<file path="config.mk">
export PLATFORM = sky130hd
export DESIGN_NAME = rijndael_keyexpansion_flat
export DESIGN_NICKNAME = d
export VERILOG_FILES = /design/src/rtl/rijndael_keyexpansion_if.sv /design/src/rtl/rijndael_keyexpansion.sv /design/src/flat_wrapper.sv
export SDC_FILE = /design/constraint.sdc
export NUM_CORES = 2
export LEC_CHECK = 0
export CAP_MARGIN = 10
export CORE_UTILIZATION = 40
export CTS_BUF_LIST = sky130_fd_sc_hd__clkbuf_4 sky130_fd_sc_hd__clkbuf_8
export CTS_CLUSTER_DIAMETER = 50
export DETAILED_ROUTE_END_ITERATION = 10
export GPL_TIMING_DRIVEN = 0
export PLACE_DENSITY_LB_ADDON = 0.08
export SLEW_MARGIN = 20
export SYNTH_ARGS = -nofsm -noshare
export SYNTH_HDL_FRONTEND = slang
export SYNTH_HIERARCHICAL = 1
export SYNTH_SLANG_ARGS = --single-unit
export TNS_END_PERCENT = 50
</file>
<file path="constraint.sdc">
create_clock -name clk -period 19.9 [get_ports clk]
set_input_delay 3.98 -clock clk [delete_from_list [all_inputs] [get_ports clk]]
set_output_delay 3.98 -clock clk [all_outputs]
set_load 0.02 [all_outputs]
</file>
<file path="src/rtl/rijndael_keyexpansion_if.sv">
// Handshake/bus bundle for rijndael_keyexpansion: start handshake with
// cipher key, round-key stream, status. Optional abort input is present
// only when RIJNDAEL_KS_ABORT_EN is defined.
interface rijndael_keyexpansion_if #(
  parameter int NK = 4
);
  logic              start_valid;
  logic              start_ready;
  logic [32*NK-1:0]  key_in;
  logic              rk_valid;
  logic              rk_ready;
  logic [127:0]      rk_data;
  logic [3:0]        rk_index;
  logic              rk_last;
  logic              busy;
`ifdef RIJNDAEL_KS_ABORT_EN
  logic              abort;

  // Key-load / round-key consumer side
  modport master (
    output start_valid, key_in, rk_ready, abort,
    input  start_ready, rk_valid, rk_data, rk_index, rk_last, busy
  );

  // Key-expansion engine side
  modport slave (
    input  start_valid, key_in, rk_ready, abort,
    output start_ready, rk_valid, rk_data, rk_index, rk_last, busy
  );
`else
  // Key-load / round-key consumer side
  modport master (
    output start_valid, key_in, rk_ready,
    input  start_ready, rk_valid, rk_data, rk_index, rk_last, busy
  );

  // Key-expansion engine side
  modport slave (
    input  start_valid, key_in, rk_ready,
    output start_ready, rk_valid, rk_data, rk_index, rk_last, busy
  );
`endif
endinterface

</file>
<file path="src/rtl/rijndael_keyexpansion.sv">
// Word-serial Rijndael key expansion (NK = 4/6/8). One expanded-key word is
// produced per advancing cycle; four words are collected into a 128-bit
// round key streamed out over valid/ready.
// Optional feature: define RIJNDAEL_KS_ABORT_EN to add a synchronous abort.

// Rijndael S-box computed as GF(2^8) inverse followed by the affine map.
module rijndael_sbox (
  input  logic [7:0] i_byte,
  output logic [7:0] o_byte
);
  function automatic logic [7:0] gf_mul(input logic [7:0] a, input logic [7:0] b);
    logic [7:0] p;
    logic [7:0] x;
    p = 8'h00;
    x = a;
    for (int k = 0; k < 8; k++) begin
      if (b[k]) p = p ^ x;
      x = {x[6:0], 1'b0} ^ (x[7] ? 8'h1b : 8'h00);
    end
    return p;
  endfunction

  // a^254 is the multiplicative inverse (and maps 0 to 0)
  function automatic logic [7:0] gf_inv(input logic [7:0] a);
    logic [7:0] sq;
    logic [7:0] inv;
    sq  = a;
    inv = 8'h01;
    for (int k = 1; k < 8; k++) begin
      sq  = gf_mul(sq, sq);
      inv = gf_mul(inv, sq);
    end
    return inv;
  endfunction

  logic [7:0] w_inv;

  // Inverse then affine transform
  always_comb begin
    w_inv  = gf_inv(i_byte);
    o_byte = w_inv ^ {w_inv[6:0], w_inv[7]} ^ {w_inv[5:0], w_inv[7:6]}
           ^ {w_inv[4:0], w_inv[7:5]} ^ {w_inv[3:0], w_inv[7:4]} ^ 8'h63;
  end
endmodule

module rijndael_keyexpansion #(
  parameter int NK = 4
) (
  input logic clk,
  input logic rst_n,
  rijndael_keyexpansion_if.slave ks
);
  localparam int NR = NK + 6;
  localparam int NW = 4 * (NR + 1);

  if (NK != 4 && NK != 6 && NK != 8) begin : g_nk_check
    $error("rijndael_keyexpansion: NK must be 4, 6 or 8");
  end

  typedef enum logic {S_IDLE, S_RUN} state_t;

  state_t       r_state;
  logic [31:0]  r_win [NK];   // r_win[0] = w[i-NK], r_win[NK-1] = w[i-1]
  logic [5:0]   r_i;          // word counter
  logic [2:0]   r_phase;      // i mod NK
  logic [7:0]   r_rcon;
  logic [95:0]  r_coll;       // slots 0..2 of the round key in progress
  logic [127:0] r_rk_data;
  logic [3:0]   r_rk_index;
  logic         r_rk_valid;
  logic         r_rk_last;
  logic         r_busy;

  logic         w_abort;
  logic         w_advance;
  logic         w_handshake;
  logic         w_is_rcon;
  logic         w_is_sub8;
  logic [31:0]  w_key_word;
  logic [31:0]  w_sub_in;
  logic [31:0]  w_sub_out;
  logic [31:0]  w_word;

`ifdef RIJNDAEL_KS_ABORT_EN
  assign w_abort = ks.abort;
`else
  assign w_abort = 1'b0;
`endif

  function automatic logic [7:0] xtime(input logic [7:0] b);
    return {b[6:0], 1'b0} ^ (b[7] ? 8'h1b : 8'h00);
  endfunction

  assign w_handshake = r_rk_valid && ks.rk_ready;
  assign w_advance   = (r_state == S_RUN) && (r_i < 6'(NW)) && (!r_rk_valid || ks.rk_ready);
  assign w_is_rcon   = (r_i >= 6'(NK)) && (r_phase == 3'd0);
  assign w_is_sub8   = (NK == 8) && (r_i >= 6'(NK)) && (r_phase == 3'd4);
  // RotWord only on the Rcon step; the NK=8 mid-step substitutes w[i-1] directly
  assign w_sub_in    = w_is_rcon ? {r_win[NK-1][23:0], r_win[NK-1][31:24]} : r_win[NK-1];

  for (genvar gi = 0; gi < 4; gi++) begin : g_sbox
    rijndael_sbox u_sbox (
      .i_byte (w_sub_in[8*gi +: 8]),
      .o_byte (w_sub_out[8*gi +: 8])
    );
  end

  // Select the next expanded-key word
  always_comb begin
    // NOTE: every always_comb output gets a default first so no path leaves it unassigned (no latch).
    w_key_word = '0;
    for (int k = 0; k < NK; k++) begin
      if (r_i == 6'(k)) w_key_word = r_win[k];
    end
    if (r_i < 6'(NK))   w_word = w_key_word;
    else if (w_is_rcon) w_word = r_win[0] ^ w_sub_out ^ {r_rcon, 24'h0};
    else if (w_is_sub8) w_word = r_win[0] ^ w_sub_out;
    else                w_word = r_win[0] ^ r_win[NK-1];
  end

  // Control FSM, word generation, collector and round-key output registers
  always_ff @(posedge clk or negedge rst_n) begin
    if (!rst_n) begin
      // NOTE: the key window is a small register file, not a RAM, so it is cleared with everything else.
      r_state    <= S_IDLE;
      for (int k = 0; k < NK; k++) r_win[k] <= '0;
      r_i        <= '0;
      r_phase    <= '0;
      r_rcon     <= '0;
      r_coll     <= '0;
      r_rk_data  <= '0;
      r_rk_index <= '0;
      r_rk_valid <= 1'b0;
      r_rk_last  <= 1'b0;
      r_busy     <= 1'b0;
    end else begin
      // NOTE: non-blocking assignments so every register samples pre-edge values.
      case (r_state)
        S_IDLE: begin
          if (ks.start_valid) begin
            r_state <= S_RUN;
            for (int k = 0; k < NK; k++) r_win[k] <= ks.key_in[32*k +: 32];
            r_i     <= '0;
            r_phase <= '0;
            r_rcon  <= 8'h01;
            r_busy  <= 1'b1;
          end
        end
        S_RUN: begin
          if (w_abort) begin
            r_state    <= S_IDLE;
            r_rk_valid <= 1'b0;
            r_rk_last  <= 1'b0;
            r_busy     <= 1'b0;
          end else begin
            if (w_handshake) begin
              r_rk_valid <= 1'b0;
              r_rk_last  <= 1'b0;
              if (r_rk_last) begin
                r_state <= S_IDLE;
                r_busy  <= 1'b0;
              end
            end
            if (w_advance) begin
              r_i     <= r_i + 6'd1;
              r_phase <= (r_phase == 3'(NK - 1)) ? 3'd0 : r_phase + 3'd1;
              if (r_i >= 6'(NK)) begin
                for (int k = 0; k < NK - 1; k++) r_win[k] <= r_win[k+1];
                r_win[NK-1] <= w_word;
              end
              if (w_is_rcon) r_rcon <= xtime(r_rcon);
              case (r_i[1:0])
                2'd0: r_coll[31:0]  <= w_word;
                2'd1: r_coll[63:32] <= w_word;
                2'd2: r_coll[95:64] <= w_word;
                default: begin
                  r_rk_data  <= {w_word, r_coll};
                  r_rk_index <= r_i[5:2];
                  r_rk_valid <= 1'b1;
                  r_rk_last  <= (r_i[5:2] == 4'(NR));
                end
              endcase
            end
          end
        end
        default: r_state <= S_IDLE;
      endcase
    end
  end

  assign ks.start_ready = (r_state == S_IDLE);
  assign ks.rk_valid    = r_rk_valid;
  assign ks.rk_data     = r_rk_data;
  assign ks.rk_index    = r_rk_index;
  assign ks.rk_last     = r_rk_last;
  assign ks.busy        = r_busy;
endmodule

</file>
<file path="src/flat_wrapper.sv">
// flat-port wrapper written by rule: the top's interface ports become plain ports
module rijndael_keyexpansion_flat 
#(
  parameter int NK = 4
)
  (clk, rst_n, ks_start_valid, ks_key_in, ks_rk_ready, ks_start_ready, ks_rk_valid, ks_rk_data, ks_rk_index, ks_rk_last, ks_busy);
  rijndael_keyexpansion_if #(.NK(NK)) ks_i ();
  input logic clk;
  input logic rst_n;
  input wire logic [$bits(ks_i.start_valid)-1:0] ks_start_valid;
  input wire logic [$bits(ks_i.key_in)-1:0] ks_key_in;
  input wire logic [$bits(ks_i.rk_ready)-1:0] ks_rk_ready;
  output wire logic [$bits(ks_i.start_ready)-1:0] ks_start_ready;
  output wire logic [$bits(ks_i.rk_valid)-1:0] ks_rk_valid;
  output wire logic [$bits(ks_i.rk_data)-1:0] ks_rk_data;
  output wire logic [$bits(ks_i.rk_index)-1:0] ks_rk_index;
  output wire logic [$bits(ks_i.rk_last)-1:0] ks_rk_last;
  output wire logic [$bits(ks_i.busy)-1:0] ks_busy;
  assign ks_i.start_valid = ks_start_valid;
  assign ks_i.key_in = ks_key_in;
  assign ks_i.rk_ready = ks_rk_ready;
  assign ks_start_ready = ks_i.start_ready;
  assign ks_rk_valid = ks_i.rk_valid;
  assign ks_rk_data = ks_i.rk_data;
  assign ks_rk_index = ks_i.rk_index;
  assign ks_rk_last = ks_i.rk_last;
  assign ks_busy = ks_i.busy;
  rijndael_keyexpansion #(.NK(NK)) u_core (.clk(clk), .rst_n(rst_n), .ks(ks_i));
endmodule
</file>
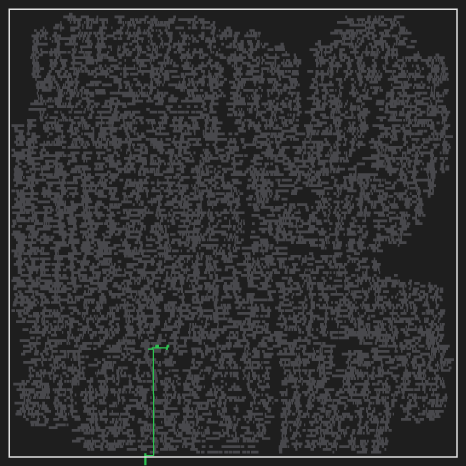
(wires at chosen ports, followed through buffers)
Drawn at 1 px/um.
legend:
  ks_rk_ready:
    colour: green
    bits: 1
    direction: input
    edge: bottom
    end_cells: 4
    buffers: 1
    wire: 144 um

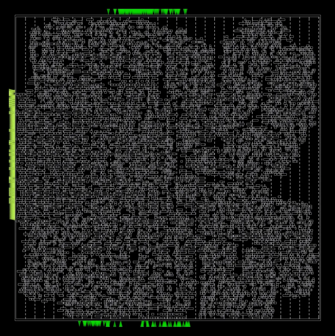
(cell outlines without signal wires)
count of sequential standard cells: 377
Core Area: 0.1954 mm2

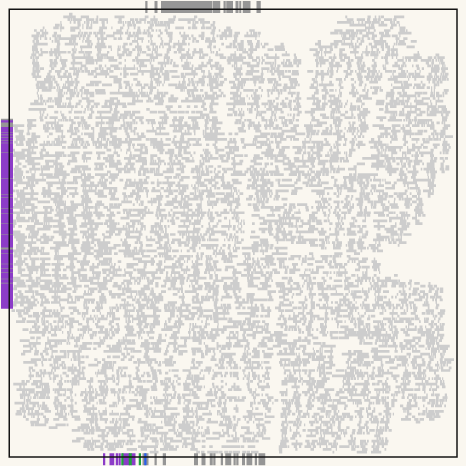
(pin map)
Drawn at 1 px/um. Pins as bars across the die edge, other pins in grey.
legend:
  ks_rk_data:
    colour: purple
    pins: 128
    direction: output
    edge: 113 left, 15 bottom
  ks_rk_index:
    colour: green
    pins: 4
    direction: output
    edge: bottom
  ks_rk_ready:
    colour: blue
    pins: 1
    direction: input
    edge: bottom
number of buffer cells added on primary ports: 267
overall die height: 446.2 um

==> results.rst <==
Implementation results
======================

.. list-table::
   :header-rows: 1

   * - Metric
     - Value
   * - Total number of tap cells
     - 2,624
   * - Fraction of the mapped netlist area in adder cells
     - 0.6056%
   * - Residual DRC count
     - 0
   * - Worst setup slack after placement
     - -2.534 ns
   * - Sequential portion of the cell area
     - 10.59%
   * - Setup-violating endpoint count in the final report
     - 0
   * - Number of buffers on the longest clock path
     - 3
   * - Slew at the pin with the worst max-slew slack
     - 1.146 ns
   * - Final Max Tran Viols
     - 0
   * - CTS hold repair buffers
     - 0
   * - Wire length of the first global-routing pass
     - 441,600 um
   * - Primary FF master, synth
     - sky130_fd_sc_hd__dfrtp_1
   * - Maximum capacitance violations
     - 0
   * - Met1 track utilization from global routing
     - 37.11%
   * - Synth cell count leaders
     - sky130_fd_sc_hd__xnor2_1 (1,422), sky130_fd_sc_hd__nand2_1 (1,114), sky130_fd_sc_hd__nor2_1 (1,097), sky130_fd_sc_hd__o21ai_0 (424), sky130_fd_sc_hd__a21oi_1 (398)
   * - Proportion of register bits with asynchronous set or reset after synthesis
     - 100.0%
   * - Storage element area
     - 0.009434 mm2
   * - Pin count of the biggest net entering global routing
     - 91
   * - Critical path endpoint category
     - register
   * - Worst reg2reg path startpoint
     - u_core/r_i[4]$_DFFE_PN0P_
   * - Number of cells produced by synthesis
     - 9,505
   * - Via density
     - 5.737
   * - Design area
     - 0.08912 mm2
   * - Commonest Layout Cell
     - sky130_fd_sc_hd__xnor2_1
   * - Post-synthesis compound-gate area fraction
     - 16.36%
   * - Highest net fanout along the worst path
     - 10
   * - DR WL/cell
     - 23.24 um
   * - Number of clock buffers in the layout
     - 113
   * - Final non-clock buffer share
     - 7.506%
   * - Antenna-violating nets left
     - 0
   * - Reg-to-reg critical path endpoint
     - u_core/r_coll[17]$_DFFE_PN0P_
   * - Number of nets at the end of the flow
     - 10.08k
   * - Remaining global-route overflow
     - 0
   * - Number of enable-type register cells in the synthesized netlist
     - 0
   * - Area contributors post-synth
     - sky130_fd_sc_hd__xnor2_1 (16%), sky130_fd_sc_hd__dfrtp_1 (12%), sky130_fd_sc_hd__xnor3_1 (10%), sky130_fd_sc_hd__nand2_1 (5.3%), sky130_fd_sc_hd__nor2_1 (5.2%)
   * - Critical path launch point
     - u_core/r_i[4]$_DFFE_PN0P_
   * - Clk tree area frac
     - 1.804%
   * - Cell group occupying the most layout area
     - logic gates
   * - Outcome
     - complete, no violations
   * - Final cell utilization of the core
     - 45.61%
   * - Most frequent cell after synthesis
     - sky130_fd_sc_hd__xnor2_1
   * - CP max stage delay
     - 0.55 ns
   * - Drt pass-1 iters
     - 6
   * - Sum of met3 wire segment lengths after detailed routing
     - 18,500 um
   * - Ant. Diodes
     - 37
   * - Normalized max-slew margin
     - 23.04%
   * - Final worst setup slack
     - 0.7788 ns
   * - Met2 routed WL
     - 136,200 um
   * - Number of warnings in the stage logs
     - 31
   * - Number of different library cells in the post-synthesis netlist
     - 118
   * - Category of the worst setup path launch point
     - register
   * - Grt peak-use layer
     - met2
   * - Final critical delay including setup and external delays
     - 19.12 ns
   * - Aggregate negative setup slack
     - 0 ns
   * - Flops & latches, synth
     - 377
   * - Top routing layer used
     - met5
   * - Resized cells post-CTS
     - 115
   * - Number of non-filler instances in the completed layout
     - 12.63k
   * - HP Class
     - reg2reg
   * - Horizontal die dimension
     - 446.2 um
   * - Chip area
     - 0.1991 mm2
   * - Post-synthesis chip area from yosys
     - 0.07892 mm2
   * - Post-Synthesis Net Count
     - 9,672
   * - Placed Instance Area
     - 0.08506 mm2
   * - Area of the multi-input gates
     - 0.06756 mm2
   * - CP Data Arrival Time
     - 19.61 ns
   * - Part of the cycle the worst path needs
     - 96.09%
   * - Detailed Route WL
     - 293,500 um
   * - Post-Syn Area
     - 0.07892 mm2
   * - Multi-input gate share of the layout cell area
     - 75.81%
   * - # rows
     - 162
   * - Clock tree from TritonCTS
     - done
   * - Library cell with the largest summed area after synthesis
     - sky130_fd_sc_hd__xnor2_1
   * - CTS Root Buffer Type
     - sky130_fd_sc_hd__clkbuf_8
   * - Synth warn
     - 6
